--- src/rtl/frame_window_reader.sv ---
// frame_window_reader
// Reads the stored pupil-search window back from the frame buffer RAM in
// row-major order. It streams every pixel, tagged with its window coordinates
// and start/end-of-frame markers, to the downstream stage over valid/ready.
// Each iStart taken in IDLE produces one full pass followed by a one-cycle oDone.
module frame_window_reader #(
  parameter int H_RES  = 160,
  parameter int V_RES  = 120,
  parameter int ADDR_W = 15,
  parameter int DATA_W = 10,
  parameter int X_W    = 8,
  parameter int Y_W    = 7
) (
  input  logic              iCLK,
  input  logic              iRST,
  input  logic              iStart,
  output logic [ADDR_W-1:0] oMemAddr,
  output logic              oMemRE,
  input  logic [DATA_W-1:0] iMemData,
  output logic [DATA_W-1:0] oPixel,
  output logic [X_W-1:0]    oPixX,
  output logic [Y_W-1:0]    oPixY,
  output logic              oSOF,
  output logic              oEOF,
  output logic              oValid,
  input  logic              iReady,
  output logic              oBusy,
  output logic              oDone
);

  localparam logic [X_W-1:0] X_LAST = X_W'(H_RES - 1);
  localparam logic [Y_W-1:0] Y_LAST = Y_W'(V_RES - 1);

  typedef enum logic [1:0] {
    S_IDLE  = 2'd0,
    S_RUN   = 2'd1,
    S_DRAIN = 2'd2,
    S_DONE  = 2'd3
  } state_t;

  // One output buffer slot: pixel plus the tags that travel with it.
  typedef struct packed {
    logic [DATA_W-1:0] pix;
    logic [X_W-1:0]    x;
    logic [Y_W-1:0]    y;
    logic              sof;
    logic              eof;
  } entry_t;

  state_t            state_reg;
  state_t            state_next;

  // Read-side position; addr_reg tracks rx + H_RES*ry incrementally.
  logic [X_W-1:0]    rx_reg;
  logic [Y_W-1:0]    ry_reg;
  logic [ADDR_W-1:0] addr_reg;

  // Tags of the read whose data arrives on iMemData this cycle.
  logic              inflight_reg;
  logic [X_W-1:0]    fl_x_reg;
  logic [Y_W-1:0]    fl_y_reg;
  logic              fl_sof_reg;
  logic              fl_eof_reg;

  // Two-slot output FIFO bookkeeping.
  logic              wr_ptr_reg;
  logic              rd_ptr_reg;
  logic [1:0]        count_reg;
  entry_t            entry_q [2];
  entry_t            head;

  logic              mem_re;
  logic              last_addr;
  logic              start_pass;
  logic              push;
  logic              pop;
  logic              room;
  logic [2:0]        demand;

  assign last_addr  = (rx_reg == X_LAST) && (ry_reg == Y_LAST);
  assign start_pass = (state_reg == S_IDLE) && iStart;
  assign push       = inflight_reg;
  assign pop        = oValid && iReady;

  // Slots already committed after this cycle's pop; a new read may only be
  // issued while that leaves a free slot, so the FIFO can never overflow.
  assign demand = 3'(count_reg) + 3'(inflight_reg) - 3'(pop);
  assign room   = (demand < 3'd2);

  // State register.
  always_ff @(posedge iCLK) begin
    if (iRST) begin
      state_reg <= S_IDLE;
    end else begin
      state_reg <= state_next;
    end
  end

  // Next-state logic and read issue.
  always_comb begin
    state_next = state_reg;
    mem_re     = 1'b0;
    case (state_reg)
      S_IDLE: begin
        if (iStart) begin
          state_next = S_RUN;
        end
      end
      S_RUN: begin
        if (room) begin
          mem_re = 1'b1;
          if (last_addr) begin
            state_next = S_DRAIN;
          end
        end
      end
      S_DRAIN: begin
        // Leave as soon as the FIFO empties this cycle, so oDone follows
        // the last transfer without an idle gap.
        if (!inflight_reg &&
            ((count_reg == 2'd0) || ((count_reg == 2'd1) && pop))) begin
          state_next = S_DONE;
        end
      end
      S_DONE: begin
        state_next = S_IDLE;
      end
      default: begin
        state_next = S_IDLE;
      end
    endcase
  end

  // Read-side counters: cleared at pass start, advanced per issued read,
  // parked on the last address so oMemAddr holds once reads stop.
  always_ff @(posedge iCLK) begin
    if (iRST) begin
      rx_reg   <= '0;
      ry_reg   <= '0;
      addr_reg <= '0;
    end else if (start_pass) begin
      rx_reg   <= '0;
      ry_reg   <= '0;
      addr_reg <= '0;
    end else if (mem_re && !last_addr) begin
      addr_reg <= addr_reg + 1'b1;
      if (rx_reg == X_LAST) begin
        rx_reg <= '0;
        ry_reg <= ry_reg + 1'b1;
      end else begin
        rx_reg <= rx_reg + 1'b1;
      end
    end
  end

  // In-flight tag register: coordinates ride alongside the one-cycle RAM read.
  always_ff @(posedge iCLK) begin
    if (iRST) begin
      inflight_reg <= 1'b0;
      fl_x_reg     <= '0;
      fl_y_reg     <= '0;
      fl_sof_reg   <= 1'b0;
      fl_eof_reg   <= 1'b0;
    end else begin
      inflight_reg <= mem_re;
      if (mem_re) begin
        fl_x_reg   <= rx_reg;
        fl_y_reg   <= ry_reg;
        fl_sof_reg <= (rx_reg == '0) && (ry_reg == '0);
        fl_eof_reg <= last_addr;
      end
    end
  end

  // FIFO storage: each slot captures returning RAM data when it is the write target.
  generate
    for (genvar gi = 0; gi < 2; gi++) begin : g_entry
      entry_t entry_reg;

      // Capture pixel plus travelling tags into this slot.
      always_ff @(posedge iCLK) begin
        if (iRST) begin
          entry_reg <= '0;
        end else if (push && (wr_ptr_reg == 1'(gi))) begin
          entry_reg <= {iMemData, fl_x_reg, fl_y_reg, fl_sof_reg, fl_eof_reg};
        end
      end

      assign entry_q[gi] = entry_reg;
    end
  endgenerate

  // FIFO pointers and occupancy; simultaneous push and pop leave occupancy unchanged.
  always_ff @(posedge iCLK) begin
    if (iRST) begin
      wr_ptr_reg <= 1'b0;
      rd_ptr_reg <= 1'b0;
      count_reg  <= 2'd0;
    end else begin
      if (push) begin
        wr_ptr_reg <= ~wr_ptr_reg;
      end
      if (pop) begin
        rd_ptr_reg <= ~rd_ptr_reg;
      end
      case ({push, pop})
        2'b10:   count_reg <= count_reg + 2'd1;
        2'b01:   count_reg <= count_reg - 2'd1;
        default: count_reg <= count_reg;
      endcase
    end
  end

  // Outputs come straight from registers; frame markers are gated by valid
  // so a stale head slot never shows a marker.
  assign head     = entry_q[rd_ptr_reg];
  assign oValid   = (count_reg != 2'd0);
  assign oPixel   = head.pix;
  assign oPixX    = head.x;
  assign oPixY    = head.y;
  assign oSOF     = oValid && head.sof;
  assign oEOF     = oValid && head.eof;
  assign oMemAddr = addr_reg;
  assign oMemRE   = mem_re;
  assign oBusy    = (state_reg != S_IDLE);
  assign oDone    = (state_reg == S_DONE);

endmodule
--- config.mk ---
export PLATFORM = sky130hd
export DESIGN_NAME = frame_window_reader
export DESIGN_NICKNAME = d
export VERILOG_FILES = /design/src/rtl/frame_window_reader.sv
export SDC_FILE = /design/constraint.sdc
export NUM_CORES = 1
export LEC_CHECK = 0
export ABC_CLOCK_PERIOD_IN_PS = 3500
export CAP_MARGIN = 20
export CORE_MARGIN = 1.5
export CORE_UTILIZATION = 45
export DETAILED_ROUTE_END_ITERATION = 12
export PLACE_DENSITY = 0.8
export SETUP_SLACK_MARGIN = 0.1
export SKIP_CTS_REPAIR_TIMING = 1
export SLEW_MARGIN = 10
export SYNTH_ARGS = -nofsm -noshare
export SYNTH_HDL_FRONTEND = slang
export SYNTH_SLANG_ARGS = --single-unit
--- constraint.sdc ---
create_clock -name iCLK -period 3.5 [get_ports iCLK]
set_input_delay 0.7 -clock iCLK [delete_from_list [all_inputs] [get_ports iCLK]]
set_output_delay 0.7 -clock iCLK [all_outputs]
set_load 0.05 [all_outputs]
==> impl_metrics.json <==
{
  "warning_count": 33,
  "grt_pass1_wl_um": 18200,
  "wl_met1_um": 4820,
  "avgSynthCellArea_um2": 8.29,
  "fp-utilization_pct": 46.9,
  "routabilityCongestion": 0.813,
  "cts-root-buf": "clkbuf_8",
  "dpl.hpwl_um": 7160,
  "rr_worst_depth": 12,
  "power.density_mw_per_mm2": 557,
  "endpoint_kind": "output port",
  "syn-num-nets": 618,
  "nWellTaps": 136,
  "highest-signal-layer": "met4",
  "place_area_mm2": 0.00563,
  "n_fill_cell": 946,
  "run_status": "complete, no violations",
  "rows": 37,
  "critPathKind": "flop to output port",
  "crit_chain": "inv_1, ha_2, nor2b_4, ha_1, nand2b_4, fa_1, and2_4, nand2_2, inv_2, buf_12",
  "cp_slowest_cell": "fa_1",
  "path_buffers": 3,
  "period_minus_slack_ns": 3.28,
  "yosysUniqueCellTypes": 42,
  "route.detailed.drc": 0,
  "antenna_found_initial": 0,
  "logic_area_mm2": 0.00252,
  "powerClk_uw": 758,
  "final.setup.tns_ns": 0,
  "r2r_start": "count_reg[1]",
  "crit_arrival_ns": 2.58,
  "pg_comb_uw": 1150,
  "fmax_mhz": 305,
  "lay_top_cells": "152 x nand2_1, 106 x dfxtp_1, 93 x a21oi_1, 56 x clkdlybuf4s50_1, 25 x mux2_2",
  "setup_viol_count_final": 0,
  "synthTopCellsByCount": "153 x nand2_1, 108 x dfxtp_1, 93 x a21oi_1",
  "place_inst": 765,
  "synth_flops": 108,
  "n_antenna_cell": 0,
  "vdd_drop_max_uv": 281,
  "cts.sinks": 108,
  "fin_skew_ns": 0.0123,
  "fin_ws_ns": 0.218,
  "tightestPinTransition_ns": 1.11,
  "p_int_uw": 2050,
  "synth-xor-area-share_pct": 1.08,
  "crit_family": "adder cells",
  "cp-startpoint": "count_reg[1]",
  "async_flop_share_pct": 0,
  "gr-usage-met3_pct": 4.50,
  "ys_cells": 589,
  "antenna_left": 0,
  "syn_inst": 589,
  "powerSeq_uw": 1360,
  "edf_count": 0,
  "top_area_share_pct": 44.3,
  "p_switching_uw": 1220,
  "p_leak_uw": 0.00206,
  "r2r-end": "oMemAddr[11]",
  "area_delta_synth_final_pct": 20.2,
  "total_power_uw": 3270,
  "regArea_mm2": 0.00217,
  "grt_busiest_layer": "met2"
}
==> images/layer_met1.png <==
The bar under the picture is 20 µm long. Cells faint in the background.
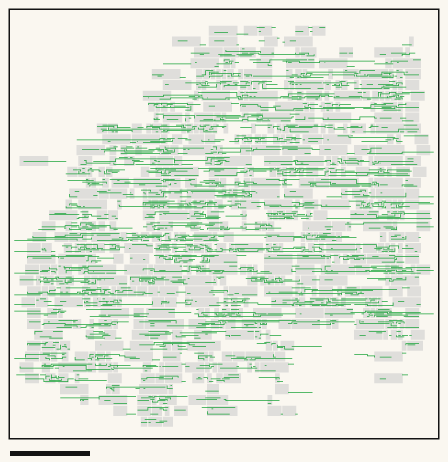
The layer holds 44% of the routed length. The longest straight run is 26.2 µm. The layer carries 4820 µm of wire.
met1 usage: 23.1%
drt total wl: 11000 µm
Vias: 4377

==> images/layer_met2.png <==
The bar under the picture is 20 µm long. Cells faint in the background.
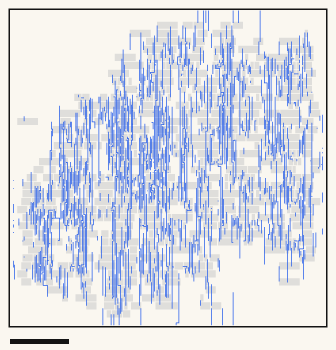
The longest straight run is 45.6 µm. The layer carries 5370 µm of wire. The layer holds 49% of the routed length. 554 nets have wire on it. The wires run mostly vertical.
grt met2 use: 34.8%

==> images/layer_met3.png <==
The bar under the picture is 20 µm long. Cells faint in the background.
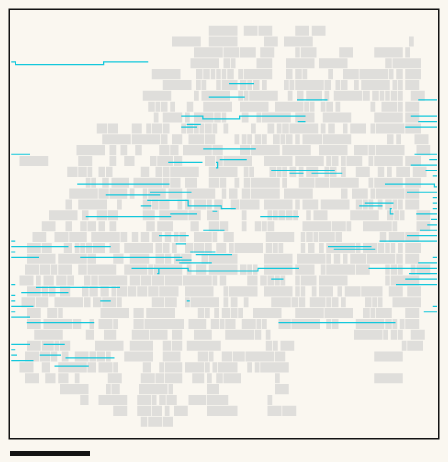
The layer carries 728 µm of wire. 73 nets have wire on it.

==> images/io_placement.png <==
The bar under the picture is 20 µm long. Pins as bars across the die edge, other pins in gray.
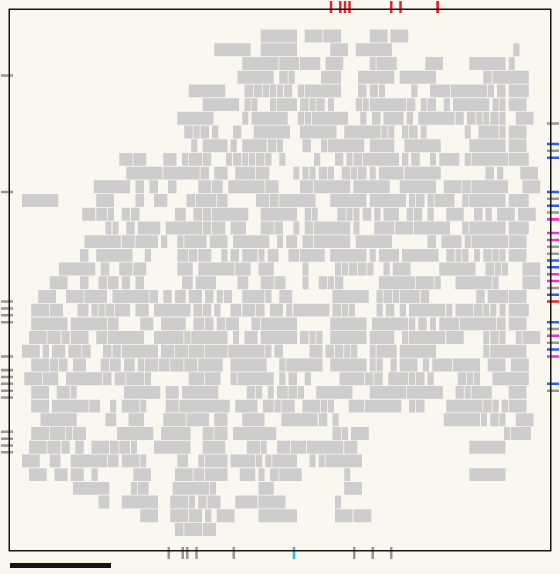
Key: cyan = iReady [pins 1, direction input, edge south]; magenta = oPixY [pins 7, direction output, edge east]; blue = iMemData [pins 10, direction input, edge east]; red = oPixX [pins 8, direction output, edge 7 north, 1 east]
Die Y: 107 µm
Die X: 107 µm
buffers added on ports: 59

